[config.mk]
export PLATFORM = sky130hd
export DESIGN_NAME = apb_cmd_arbiter_flat
export DESIGN_NICKNAME = d
export VERILOG_FILES = /design/src/rtl/apb_cmd_arbiter_if.sv /design/src/rtl/apb_cmd_arbiter.sv /design/src/flat_wrapper.sv
export SDC_FILE = /design/constraint.sdc
export NUM_CORES = 1
export LEC_CHECK = 0
export CAP_MARGIN = 20
export CORE_ASPECT_RATIO = 2
export CORE_UTILIZATION = 48
export CTS_BUF_LIST = sky130_fd_sc_hd__clkbuf_8
export CTS_CLUSTER_DIAMETER = 30
export DETAILED_ROUTE_END_ITERATION = 6
export PLACE_DENSITY = 0.83
export SETUP_SLACK_MARGIN = 0.05
export SLEW_MARGIN = 20
export SYNTH_ARGS = -nofsm -noshare
export SYNTH_HDL_FRONTEND = slang
export SYNTH_SLANG_ARGS = --single-unit
[constraint.sdc]
create_clock -name pclk -period 3.1 [get_ports pclk]
set_clock_uncertainty 0.2 [all_clocks]
set_input_delay 0.62 -clock pclk [delete_from_list [all_inputs] [get_ports pclk]]
set_output_delay 0.62 -clock pclk [all_outputs]
set_load 0.02 [all_outputs]
[src/rtl/apb_cmd_arbiter_if.sv]
// Command/response bundle between requesters, the arbiter and the APB master.
// slave = arbiter side, master = requesters plus APB master top.
interface apb_cmd_arbiter_if #(
    parameter int NREQ = 2,
    parameter int AW   = 9,
    parameter int DW   = 8
);
    logic [NREQ-1:0]    req_valid;
    logic [NREQ-1:0]    req_rw;
    logic [NREQ*AW-1:0] req_addr;
    logic [NREQ*DW-1:0] req_wdata;
    logic [NREQ-1:0]    req_ready;
    logic [NREQ-1:0]    rsp_valid;
    logic [DW-1:0]      rsp_rdata;
    logic               rsp_err;
    logic               transfer;
    logic               read_write;
    logic [AW-1:0]      apb_write_paddr;
    logic [DW-1:0]      apb_write_data;
    logic [AW-1:0]      apb_read_paddr;
    logic [DW-1:0]      apb_read_data_out;
    logic               xfer_done;

    modport slave (
        input  req_valid, req_rw, req_addr, req_wdata,
        input  apb_read_data_out, xfer_done,
        output req_ready, rsp_valid, rsp_rdata, rsp_err,
        output transfer, read_write,
        output apb_write_paddr, apb_write_data, apb_read_paddr
    );

    modport master (
        output req_valid, req_rw, req_addr, req_wdata,
        output apb_read_data_out, xfer_done,
        input  req_ready, rsp_valid, rsp_rdata, rsp_err,
        input  transfer, read_write,
        input  apb_write_paddr, apb_write_data, apb_read_paddr
    );
endinterface

[src/rtl/apb_cmd_arbiter.sv]
// Round-robin arbiter sharing one APB master command port among NREQ requesters.
// One transaction in flight; aborts with an error flag after TIMEOUT busy cycles.
module apb_cmd_arbiter #(
    parameter int NREQ    = 2,
    parameter int AW      = 9,
    parameter int DW      = 8,
    parameter int TIMEOUT = 16
) (
    input logic              pclk,
    input logic              preset,
    apb_cmd_arbiter_if.slave bus
);
    localparam int IW = (NREQ > 1) ? $clog2(NREQ) : 1;
    localparam int TW = $clog2(TIMEOUT + 1);
    localparam logic [TW-1:0] TMO_LAST = TW'(TIMEOUT - 1);

    localparam logic [1:0] S_IDLE  = 2'd0;
    localparam logic [1:0] S_GRANT = 2'd1;
    localparam logic [1:0] S_BUSY  = 2'd2;
    localparam logic [1:0] S_RESP  = 2'd3;

    logic [1:0]      state_q, state_d;
    logic [IW-1:0]   rr_ptr_q, rr_ptr_d;
    logic [IW-1:0]   gnt_q, gnt_d;
    logic [TW-1:0]   tmo_cnt_q, tmo_cnt_d;
    logic            rw_q, rw_d;
    logic [AW-1:0]   addr_q, addr_d;
    logic [DW-1:0]   wdata_q, wdata_d;
    logic [NREQ-1:0] req_ready_q, req_ready_d;
    logic [NREQ-1:0] rsp_valid_q, rsp_valid_d;
    logic [DW-1:0]   rsp_rdata_q, rsp_rdata_d;
    logic            rsp_err_q, rsp_err_d;
    logic            transfer_q, transfer_d;
    logic            read_write_q, read_write_d;
    logic [AW-1:0]   wpaddr_q, wpaddr_d;
    logic [DW-1:0]   wdata_o_q, wdata_o_d;
    logic [AW-1:0]   rpaddr_q, rpaddr_d;

    logic            pick_ok;
    logic [IW-1:0]   pick;
    logic [IW-1:0]   cand;
    int              idx;
    logic            sel_rw;
    logic [AW-1:0]   sel_addr;
    logic [DW-1:0]   sel_wdata;

    // First valid requester at or after rr_ptr, wrapping, and its command fields
    always_comb begin
        pick_ok   = 1'b0;
        pick      = '0;
        cand      = '0;
        idx       = 0;
        sel_rw    = 1'b0;
        sel_addr  = '0;
        sel_wdata = '0;
        for (int i = 0; i < NREQ; i++) begin
            idx  = (int'(rr_ptr_q) + i) % NREQ;
            cand = IW'(idx);
            if (!pick_ok && bus.req_valid[cand]) begin
                pick_ok = 1'b1;
                pick    = cand;
            end
        end
        for (int i = 0; i < NREQ; i++) begin
            if (pick == IW'(i)) begin
                sel_rw    = bus.req_rw[i];
                sel_addr  = bus.req_addr[i*AW +: AW];
                sel_wdata = bus.req_wdata[i*DW +: DW];
            end
        end
    end

    // Transaction sequencer: grant, drive master, wait done/timeout, respond
    always_comb begin
        state_d      = state_q;
        rr_ptr_d     = rr_ptr_q;
        gnt_d        = gnt_q;
        tmo_cnt_d    = tmo_cnt_q;
        rw_d         = rw_q;
        addr_d       = addr_q;
        wdata_d      = wdata_q;
        req_ready_d  = '0;
        rsp_valid_d  = '0;
        rsp_rdata_d  = '0;
        rsp_err_d    = 1'b0;
        transfer_d   = transfer_q;
        read_write_d = read_write_q;
        wpaddr_d     = wpaddr_q;
        wdata_o_d    = wdata_o_q;
        rpaddr_d     = rpaddr_q;
        unique case (state_q)
            S_IDLE: begin
                if (pick_ok) begin
                    gnt_d              = pick;
                    rw_d               = sel_rw;
                    addr_d             = sel_addr;
                    wdata_d            = sel_wdata;
                    req_ready_d[pick]  = 1'b1;
                    state_d            = S_GRANT;
                end
            end
            S_GRANT: begin
                transfer_d   = 1'b1;
                read_write_d = rw_q;
                tmo_cnt_d    = '0;
                wpaddr_d     = rw_q ? addr_q : '0;
                wdata_o_d    = rw_q ? wdata_q : '0;
                rpaddr_d     = rw_q ? '0 : addr_q;
                state_d      = S_BUSY;
            end
            S_BUSY: begin
                if (bus.xfer_done || tmo_cnt_q == TMO_LAST) begin
                    // done takes priority over a coincident timeout
                    rsp_err_d          = !bus.xfer_done;
                    rsp_rdata_d        = (bus.xfer_done && !rw_q) ?
                                         bus.apb_read_data_out : '0;
                    rsp_valid_d[gnt_q] = 1'b1;
                    transfer_d         = 1'b0;
                    read_write_d       = 1'b0;
                    wpaddr_d           = '0;
                    wdata_o_d          = '0;
                    rpaddr_d           = '0;
                    state_d            = S_RESP;
                end else begin
                    tmo_cnt_d = tmo_cnt_q + TW'(1);
                end
            end
            S_RESP: begin
                rr_ptr_d = (gnt_q == IW'(NREQ - 1)) ? '0 : gnt_q + IW'(1);
                state_d  = S_IDLE;
            end
            default: state_d = S_IDLE;
        endcase
    end

    // State and registered outputs, cleared immediately on reset
    always_ff @(posedge pclk or posedge preset) begin
        if (preset) begin
            state_q      <= S_IDLE;
            rr_ptr_q     <= '0;
            gnt_q        <= '0;
            tmo_cnt_q    <= '0;
            rw_q         <= 1'b0;
            addr_q       <= '0;
            wdata_q      <= '0;
            req_ready_q  <= '0;
            rsp_valid_q  <= '0;
            rsp_rdata_q  <= '0;
            rsp_err_q    <= 1'b0;
            transfer_q   <= 1'b0;
            read_write_q <= 1'b0;
            wpaddr_q     <= '0;
            wdata_o_q    <= '0;
            rpaddr_q     <= '0;
        end else begin
            state_q      <= state_d;
            rr_ptr_q     <= rr_ptr_d;
            gnt_q        <= gnt_d;
            tmo_cnt_q    <= tmo_cnt_d;
            rw_q         <= rw_d;
            addr_q       <= addr_d;
            wdata_q      <= wdata_d;
            req_ready_q  <= req_ready_d;
            rsp_valid_q  <= rsp_valid_d;
            rsp_rdata_q  <= rsp_rdata_d;
            rsp_err_q    <= rsp_err_d;
            transfer_q   <= transfer_d;
            read_write_q <= read_write_d;
            wpaddr_q     <= wpaddr_d;
            wdata_o_q    <= wdata_o_d;
            rpaddr_q     <= rpaddr_d;
        end
    end

    assign bus.req_ready       = req_ready_q;
    assign bus.rsp_valid       = rsp_valid_q;
    assign bus.rsp_rdata       = rsp_rdata_q;
    assign bus.rsp_err         = rsp_err_q;
    assign bus.transfer        = transfer_q;
    assign bus.read_write      = read_write_q;
    assign bus.apb_write_paddr = wpaddr_q;
    assign bus.apb_write_data  = wdata_o_q;
    assign bus.apb_read_paddr  = rpaddr_q;
endmodule

[src/flat_wrapper.sv]
// flat-port wrapper written by rule: the top's interface ports become plain ports
module apb_cmd_arbiter_flat 
#(
    parameter int NREQ    = 2,
    parameter int AW      = 9,
    parameter int DW      = 8,
    parameter int TIMEOUT = 16
)
  (pclk, preset, bus_req_valid, bus_req_rw, bus_req_addr, bus_req_wdata, bus_apb_read_data_out, bus_xfer_done, bus_req_ready, bus_rsp_valid, bus_rsp_rdata, bus_rsp_err, bus_transfer, bus_read_write, bus_apb_write_paddr, bus_apb_write_data, bus_apb_read_paddr);
  apb_cmd_arbiter_if #(.NREQ(NREQ), .AW(AW), .DW(DW)) bus_i ();
  input logic pclk;
  input logic preset;
  input wire logic [$bits(bus_i.req_valid)-1:0] bus_req_valid;
  input wire logic [$bits(bus_i.req_rw)-1:0] bus_req_rw;
  input wire logic [$bits(bus_i.req_addr)-1:0] bus_req_addr;
  input wire logic [$bits(bus_i.req_wdata)-1:0] bus_req_wdata;
  input wire logic [$bits(bus_i.apb_read_data_out)-1:0] bus_apb_read_data_out;
  input wire logic [$bits(bus_i.xfer_done)-1:0] bus_xfer_done;
  output wire logic [$bits(bus_i.req_ready)-1:0] bus_req_ready;
  output wire logic [$bits(bus_i.rsp_valid)-1:0] bus_rsp_valid;
  output wire logic [$bits(bus_i.rsp_rdata)-1:0] bus_rsp_rdata;
  output wire logic [$bits(bus_i.rsp_err)-1:0] bus_rsp_err;
  output wire logic [$bits(bus_i.transfer)-1:0] bus_transfer;
  output wire logic [$bits(bus_i.read_write)-1:0] bus_read_write;
  output wire logic [$bits(bus_i.apb_write_paddr)-1:0] bus_apb_write_paddr;
  output wire logic [$bits(bus_i.apb_write_data)-1:0] bus_apb_write_data;
  output wire logic [$bits(bus_i.apb_read_paddr)-1:0] bus_apb_read_paddr;
  assign bus_i.req_valid = bus_req_valid;
  assign bus_i.req_rw = bus_req_rw;
  assign bus_i.req_addr = bus_req_addr;
  assign bus_i.req_wdata = bus_req_wdata;
  assign bus_i.apb_read_data_out = bus_apb_read_data_out;
  assign bus_i.xfer_done = bus_xfer_done;
  assign bus_req_ready = bus_i.req_ready;
  assign bus_rsp_valid = bus_i.rsp_valid;
  assign bus_rsp_rdata = bus_i.rsp_rdata;
  assign bus_rsp_err = bus_i.rsp_err;
  assign bus_transfer = bus_i.transfer;
  assign bus_read_write = bus_i.read_write;
  assign bus_apb_write_paddr = bus_i.apb_write_paddr;
  assign bus_apb_write_data = bus_i.apb_write_data;
  assign bus_apb_read_paddr = bus_i.apb_read_paddr;
  apb_cmd_arbiter #(.NREQ(NREQ), .AW(AW), .DW(DW), .TIMEOUT(TIMEOUT)) u_core (.pclk(pclk), .preset(preset), .bus(bus_i));
endmodule
power_grid.png
Scale bar: 20 microns. Pins as bars on the die edge. Tap cells in grey.
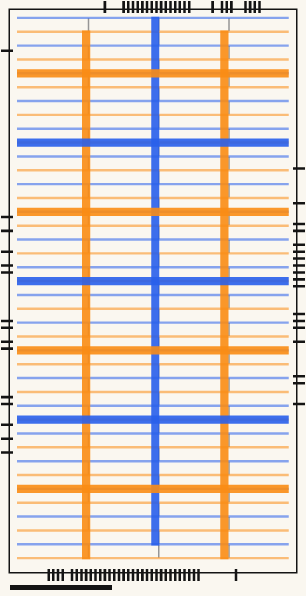
colour	net
blue	VDD
orange	VSS
met1 rails	40
met4 straps	3
rows	39
tap cells	61
signal pins	90

detail.png
Region (30, 15) to (55, 40) microns. Cells in grey, sequential cells in the stronger grey; small squares are vias.
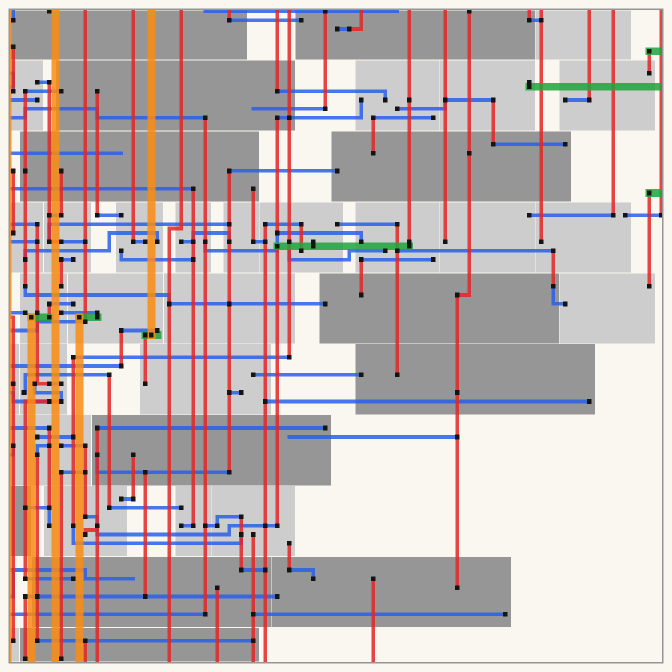
colour	layer
green	metal 3
red	metal 2
blue	metal 1
orange	metal 4
sequential cells in the window	10
cells with their middle in the window	34
most frequent	dfrtp_1 (10), clkdlybuf4s50_1 (7), a22o_1 (6)
netlist names of flops here include	u_core.bus.apb_write_data (5), u_core.wdata_q (2)

==> summary.txt <==
The synthesis and PnR run went through. The flow ran to the end, and the final reports show no timing, DRC or antenna violations. Arithmetic-cell share of the synthesized area counting full adders, half adders and majority gates landed at 3.11%. The clock passes through at most 2 buffers. Power spread over the standard cell area amounts to 886 nW/um^2. Summing over every cut layer, the via total after detailed routing is 2311. Per the OpenROAD power report, leakage power amounts to 1.75 nW. In this run the number of cells on the critical path is 6. From the final report, the count of setup violators was given as 0.

For the worst setup path, the data required time is 3170 ps. Number of antenna-violating nets in the routed design landed at 0. Per the log, the first TritonRoute iteration ended with a DRC count of 65. Number of enable flip-flop cells landed at 0. Part of the power in the clock network landed at 20.2%. The final timing summary puts the cycle share of the worst path at 76.9%. Share of flip-flops with an asynchronous set or reset after synthesis landed at 100%. The worst setup path is launched from a flop.

In the synthesized netlist, the number of instances is 244. The synthesis stats list as the most numerous cell dfrtp_1. Leaving out fill and tap cells, the most frequent cell in the layout is clkdlybuf4s50_1. The top cell types in the final layout, fill and taps aside, are clkdlybuf4s50_1, dfrtp_1, a22o_1. The layout summary lists the proportion of cells stronger than drive strength 1 as 7.69%. Post-synthesis sequential element count landed at 68. In the power breakdown, the internal column shows 0.00220 W.

For the final routed database, the setup TNS stands at 0 ps. The stage logs contain a warning count of 30. Ranked by instance count, the synthesized netlist is headed by dfrtp_1, a22o_1, nor2_1, o21ai_0, a21oi_1. The H-tree was split into 3 levels. Largest incremental delay on the critical path landed at 490 ps.
congestion.png
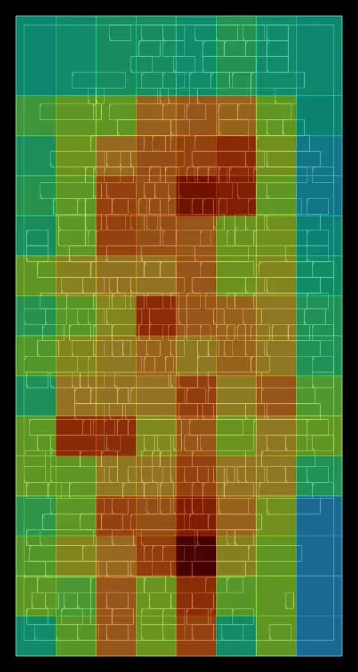
global route hottest layer: met2
M3 GR Usage: 5.25%
global-route total usage across every layer: 24.0%

per-stage QoR:
step	setup WS [ps]	hold WS (ps)	util (%)	area (sq um)
after floorplan	568	237	-	2820
after global placement	632	256	65.9	3730
after detailed placement	538	279	65.9	3730
after CTS	525	289	69.3	3920
after global routing	601	311	69.3	3920
final	717	292	69.3	3920
cell type report:
type	instances	area share, %
sequential	68	43.4
multi-input combinational	153	25.4
clock inverter	5	1.37
clock buffer	10	3.51
inverter	8	0.766
tap	61	1.95
timing repair buffer	94	23.7
layer usage:
metal  track usage (%)  up-vias  part of all wire (%)
li1                  -     1067                     -
met1              25.5     1127                    36
met2              42.3       86                    56
met3              5.25       31                   3.5
met4              15.9        0                   4.7
met5                 0        -                     0
Power is estimated from default activity; no workload was simulated.
